io_fan.png
Scale bar: 20 µm.
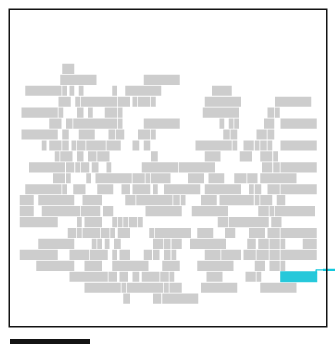
placement.png
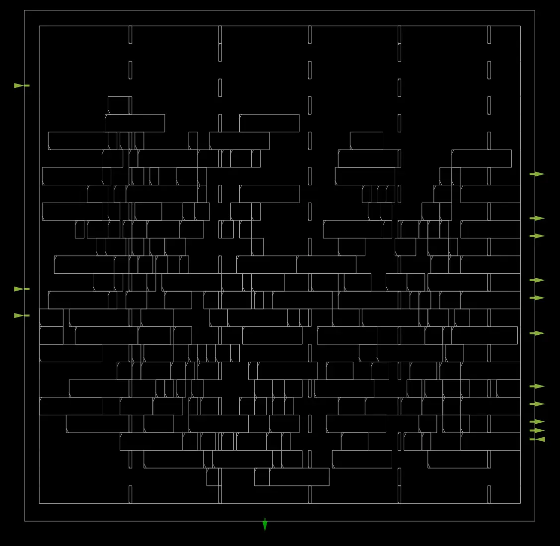
`src/rtl/ps2_pkg.sv`:
```
// Shared definitions for the PS/2 keyboard receiver: frame FSM encoding,
// scan-code prefixes and the key codes the snake game reacts to.
package ps2_pkg;

  typedef enum logic [1:0] {
    ST_IDLE   = 2'd0,
    ST_DATA   = 2'd1,
    ST_PARITY = 2'd2,
    ST_STOP   = 2'd3
  } ps2_state_e;

  localparam logic [7:0] PS2_EXT   = 8'hE0;
  localparam logic [7:0] PS2_BREAK = 8'hF0;

  localparam logic [7:0] KEY_UP    = 8'h75;
  localparam logic [7:0] KEY_DOWN  = 8'h72;
  localparam logic [7:0] KEY_LEFT  = 8'h6B;
  localparam logic [7:0] KEY_RIGHT = 8'h74;
  localparam logic [7:0] KEY_ESC   = 8'h76;
  localparam logic [7:0] KEY_S     = 8'h1B;
  localparam logic [7:0] KEY_P     = 8'h4D;
  localparam logic [7:0] KEY_R     = 8'h2D;

  // Odd parity: data plus parity bit carry an odd number of ones.
  function automatic logic odd_parity_ok(input logic [7:0] data, input logic par);
    return ^{data, par};
  endfunction

endpackage

```
`src/rtl/ps2_frame_rx.sv`:
```
// PS/2 frame deserializer: synchronizes the raw pins, detects PS2_CLK falling
// edges and assembles 11-bit frames (start, 8 data LSB-first, parity, stop).
// Optional macro PS2_PARITY_CHECK_EN enables odd-parity checking.
// Ports:
//   clk, rst_n      - system clock, async active-low reset
//   ps2_clk/data    - raw asynchronous keyboard pins
//   byte_valid_c    - single-cycle strobe, byte_data_c holds a good byte
//   byte_data_c     - received byte
//   frame_err_c     - single-cycle strobe, frame discarded (stop/parity/timeout)
module ps2_frame_rx
  import ps2_pkg::*;
#(
  parameter int unsigned TIMEOUT_CYCLES = 25000
) (
  input  logic       clk,
  input  logic       rst_n,
  input  logic       ps2_clk,
  input  logic       ps2_data,
  output logic       byte_valid_c,
  output logic [7:0] byte_data_c,
  output logic       frame_err_c
);

  localparam int unsigned TMO_W = (TIMEOUT_CYCLES > 2) ? $clog2(TIMEOUT_CYCLES) : 1;

  logic [2:0]       clk_sync_q, clk_sync_d;
  logic [1:0]       data_sync_q, data_sync_d;
  ps2_state_e       state_q, state_d;
  logic [7:0]       shift_q, shift_d;
  logic [2:0]       bit_cnt_q, bit_cnt_d;
  logic [TMO_W-1:0] tmo_q, tmo_d;
`ifdef PS2_PARITY_CHECK_EN
  logic             parity_q, parity_d;
`endif

  logic fall;
  logic din;
  logic par_ok;

  // s1 = bit 0, s2 = bit 1, s3 = bit 2
  assign fall        = ~clk_sync_q[1] & clk_sync_q[2];
  assign din         = data_sync_q[1];
  assign byte_data_c = shift_q;

`ifdef PS2_PARITY_CHECK_EN
  assign par_ok = odd_parity_ok(shift_q, parity_q);
`else
  assign par_ok = 1'b1;
`endif

  // Next-state, shift register and timeout logic
  always_comb begin
    clk_sync_d   = {clk_sync_q[1:0], ps2_clk};
    data_sync_d  = {data_sync_q[0], ps2_data};
    state_d      = state_q;
    shift_d      = shift_q;
    bit_cnt_d    = bit_cnt_q;
`ifdef PS2_PARITY_CHECK_EN
    parity_d     = parity_q;
`endif
    byte_valid_c = 1'b0;
    frame_err_c  = 1'b0;

    if (fall) begin
      tmo_d = '0;
    end else if (state_q != ST_IDLE) begin
      tmo_d = tmo_q + TMO_W'(1);
    end else begin
      tmo_d = '0;
    end

    if (fall) begin
      unique case (state_q)
        ST_IDLE: begin
          // A high data bit on an edge here is spurious, not a start bit.
          if (!din) begin
            state_d   = ST_DATA;
            bit_cnt_d = 3'd0;
          end
        end
        ST_DATA: begin
          shift_d   = {din, shift_q[7:1]};
          bit_cnt_d = 3'(bit_cnt_q + 3'd1);
          if (bit_cnt_q == 3'd7) begin
            state_d = ST_PARITY;
          end
        end
        ST_PARITY: begin
`ifdef PS2_PARITY_CHECK_EN
          parity_d = din;
`endif
          state_d = ST_STOP;
        end
        ST_STOP: begin
          if (din && par_ok) begin
            byte_valid_c = 1'b1;
          end else begin
            frame_err_c = 1'b1;
          end
          state_d = ST_IDLE;
        end
        default: state_d = ST_IDLE;
      endcase
    end else if ((state_q != ST_IDLE) && (tmo_q == TMO_W'(TIMEOUT_CYCLES - 1))) begin
      // Keyboard stopped clocking mid-frame: abandon it.
      state_d     = ST_IDLE;
      tmo_d       = '0;
      frame_err_c = 1'b1;
    end
  end

  // State registers; synchronizers preset to the idle-high bus level
  always_ff @(posedge clk or negedge rst_n) begin
    if (!rst_n) begin
      clk_sync_q  <= 3'b111;
      data_sync_q <= 2'b11;
      state_q     <= ST_IDLE;
      shift_q     <= 8'h00;
      bit_cnt_q   <= 3'd0;
      tmo_q       <= '0;
`ifdef PS2_PARITY_CHECK_EN
      parity_q    <= 1'b0;
`endif
    end else begin
      clk_sync_q  <= clk_sync_d;
      data_sync_q <= data_sync_d;
      state_q     <= state_d;
      shift_q     <= shift_d;
      bit_cnt_q   <= bit_cnt_d;
      tmo_q       <= tmo_d;
`ifdef PS2_PARITY_CHECK_EN
      parity_q    <= parity_d;
`endif
    end
  end

endmodule

```
`src/rtl/ps2_keycode_rx.sv`:
```
// PS/2 keyboard scan-code receiver for the snake game. Strips E0/F0 prefixes,
// holds the last make code and returns it to 0x00 on the matching break.
// Optional macro PS2_PARITY_CHECK_EN enables odd-parity checking of frames.
// Ports:
//   CLK25MHz, RESET_N  - system clock, async active-low reset
//   PS2_CLK, PS2_DATA  - raw keyboard pins
//   keycode            - last make code, 0x00 after its break
//   keycode_ext        - keycode arrived with an E0 prefix
//   new_key            - one-cycle pulse on each make-code update
//   frame_err          - one-cycle pulse when a frame is discarded
module ps2_keycode_rx
  import ps2_pkg::*;
#(
  parameter int unsigned TIMEOUT_CYCLES = 25000
) (
  input  logic       CLK25MHz,
  input  logic       RESET_N,
  input  logic       PS2_CLK,
  input  logic       PS2_DATA,
  output logic [7:0] keycode,
  output logic       keycode_ext,
  output logic       new_key,
  output logic       frame_err
);

  logic       rx_valid_c;
  logic [7:0] rx_byte_c;
  logic       rx_err_c;

  logic [7:0] keycode_q, keycode_d;
  logic       ext_q, ext_d;
  logic       new_key_q, new_key_d;
  logic       frame_err_q, frame_err_d;
  logic       e0_q, e0_d;
  logic       f0_q, f0_d;

  ps2_frame_rx #(
    .TIMEOUT_CYCLES(TIMEOUT_CYCLES)
  ) u_frame_rx (
    .clk         (CLK25MHz),
    .rst_n       (RESET_N),
    .ps2_clk     (PS2_CLK),
    .ps2_data    (PS2_DATA),
    .byte_valid_c(rx_valid_c),
    .byte_data_c (rx_byte_c),
    .frame_err_c (rx_err_c)
  );

  // Prefix decoder
  always_comb begin
    keycode_d   = keycode_q;
    ext_d       = ext_q;
    new_key_d   = 1'b0;
    frame_err_d = rx_err_c;
    e0_d        = e0_q;
    f0_d        = f0_q;

    if (rx_valid_c) begin
      if (rx_byte_c == PS2_EXT) begin
        e0_d = 1'b1;
      end else if (rx_byte_c == PS2_BREAK) begin
        f0_d = 1'b1;
      end else if (f0_q) begin
        // Only releasing the held key clears it; other breaks are ignored.
        if (rx_byte_c == keycode_q) begin
          keycode_d = 8'h00;
          ext_d     = 1'b0;
        end
        e0_d = 1'b0;
        f0_d = 1'b0;
      end else begin
        // Repeats of the same key still pulse new_key.
        keycode_d = rx_byte_c;
        ext_d     = e0_q;
        new_key_d = 1'b1;
        e0_d      = 1'b0;
        f0_d      = 1'b0;
      end
    end
  end

  always_ff @(posedge CLK25MHz or negedge RESET_N) begin
    if (!RESET_N) begin
      keycode_q   <= 8'h00;
      ext_q       <= 1'b0;
      new_key_q   <= 1'b0;
      frame_err_q <= 1'b0;
      e0_q        <= 1'b0;
      f0_q        <= 1'b0;
    end else begin
      keycode_q   <= keycode_d;
      ext_q       <= ext_d;
      new_key_q   <= new_key_d;
      frame_err_q <= frame_err_d;
      e0_q        <= e0_d;
      f0_q        <= f0_d;
    end
  end

  assign keycode     = keycode_q;
  assign keycode_ext = ext_q;
  assign new_key     = new_key_q;
  assign frame_err   = frame_err_q;

endmodule

```
`config.mk`:
```
export PLATFORM = sky130hd
export DESIGN_NAME = ps2_keycode_rx
export DESIGN_NICKNAME = d
export VERILOG_FILES = /design/src/rtl/ps2_pkg.sv /design/src/rtl/ps2_frame_rx.sv /design/src/rtl/ps2_keycode_rx.sv
export SDC_FILE = /design/constraint.sdc
export NUM_CORES = 1
export LEC_CHECK = 0
export CORE_MARGIN = 2
export CORE_UTILIZATION = 40
export CTS_BUF_LIST = sky130_fd_sc_hd__clkbuf_8
export CTS_CLUSTER_SIZE = 25
export DETAILED_ROUTE_END_ITERATION = 8
export DONT_BUFFER_PORTS = 1
export HOLD_SLACK_MARGIN = 0.05
export PLACE_DENSITY = 0.65
export SLEW_MARGIN = 10
export SYNTH_ARGS = -nofsm -noshare
export SYNTH_HDL_FRONTEND = slang
export SYNTH_HIERARCHICAL = 1
export SYNTH_SLANG_ARGS = --single-unit
```
`constraint.sdc`:
```
create_clock -name CLK25MHz -period 2.4 [get_ports CLK25MHz]
set_clock_uncertainty 0.1 [all_clocks]
set_input_delay 0.36 -clock CLK25MHz [delete_from_list [all_inputs] [get_ports CLK25MHz]]
set_output_delay 0.36 -clock CLK25MHz [all_outputs]
set_load 0.01 [all_outputs]
```
==> results.ini <==
[run_status]
outcome = completed

[clock_tree]
htreeDepth = 2
cts_tree = done
holdBufCountCts = 4

[yosys]
ys_cells = 205
ys_ff = 46
netlist_area_um2 = 2223
top_area_share_pct = 46.15
ys_sh_aoi_pct = 10.86
area_leaders = dfrtp_1, xnor2_1, dfstp_2, nor2_1, ha_1
fa_ha_area_share_pct = 3.939
ys_warn_count = 6
ys_seq_share_pct = 52.05
ys_area_um2 = 2223
synth_cell_type_count = 39
synthFlopType = dfrtp_1
ys_sh_xor_pct = 8.272

[global_route]
grt_overflow = 0
grt_pass1_wl_um = 6644
antenna_found_initial = 0

[final_layout]
inv_count = 8
stdcell_area_um2 = 2464
nonClkBufAreaFrac_pct = 3.250
syn_to_final_growth_pct = 10.80
clkbuf_count = 6
largest_cell_class = flip-flops and latches

[timing]
finalWorstSetupSlack_ps = 119.6
worst_pin_slew_ps = 607.0
hold_ws_ps = 258.4
slew_headroom_pct = 59.39
rsz0062_at_grt = false
setup_tns_ps = 0
hold_violations = 0

[min_path]
min_from = u_frame_rx/data_sync_q[0]
hp-class = flop to flop
hold-path-endpoint = u_frame_rx/data_sync_q[1]
worstHoldPathCells = 0

[power_and_ir_drop]
switchingPower_mw = 0.7961
seq_power_share_pct = 48.5
switching_share_pct = 34.43
power_frac_clock_pct = 25.1
p_seq_mw = 1.12
pwr-share-comb_pct = 26.4
p_int_mw = 1.516
power_leader = sequential cells
powerComb_mw = 0.610

[setup_path]
r2r_cells = 6
worstReg2RegEnd = u_frame_rx/tmo_q[14]
start_kind = flop
crit_buf_inv = 1
cp.depth = 6
endpoint_kind = flop
path_max_fanout = 14
worst-setup-path-type = flop to flop
startpoint = u_frame_rx/state_q[0]

[route]
wl_um = 3787
first_pass_iters = 4
vias = 1495
viasPerCell = 5.227

[placement]
port_buffers = 0
place_congestion = 0.7204
placedCellCount = 275
hpwlAfterDp_um = 2534

[die]
nWellTaps = 72

-- io_fan.png (at the start) --
legend:
  new_key:
    colour: cyan
    bits: 1
    direction: output
    edge: east
    end_cells: 1
    buffers: 0
    wire: 2.90 µm

-- placement.png (at the start) --
core box area: 5439 µm²
fill cell count: 499
final std cells w/o fill: 286
Row Count: 27
flop count: 46

## cell families (layout without fill, tap and decap cells)
kind of cell / Yosys count / count (layout)
xor gates and xnor gates: 21 / 21
DFF: 46 / 46
and+or+nand+nor: 78 / 78
buffers and inverters: 13 / 22
muxes: 7 / 7
adders and majority gates: 7 / 7
AOI/OAI and AO/OA: 33 / 33
## metal layers
metal	up-vias	global-route usage (%)	part of all wire [%]
li1	735	-	-
met1	731	16.09	47
met2	24	22.82	48
met3	5	4.253	3.6
met4	0	6.491	1.7
met5	-	0	0
## registers in the layout (all words and copies together) (netlist names), 2 cells and up
name and count:
u_frame_rx/state_q 2, u_frame_rx/byte_data_c 8, u_frame_rx/tmo_q 15, u_frame_rx/data_sync_q 2
u_frame_rx/bit_cnt_q 3, u_frame_rx/clk_sync_q 3, keycode 8
Power figures rest on the tool's default switching activity, not on a simulated workload.
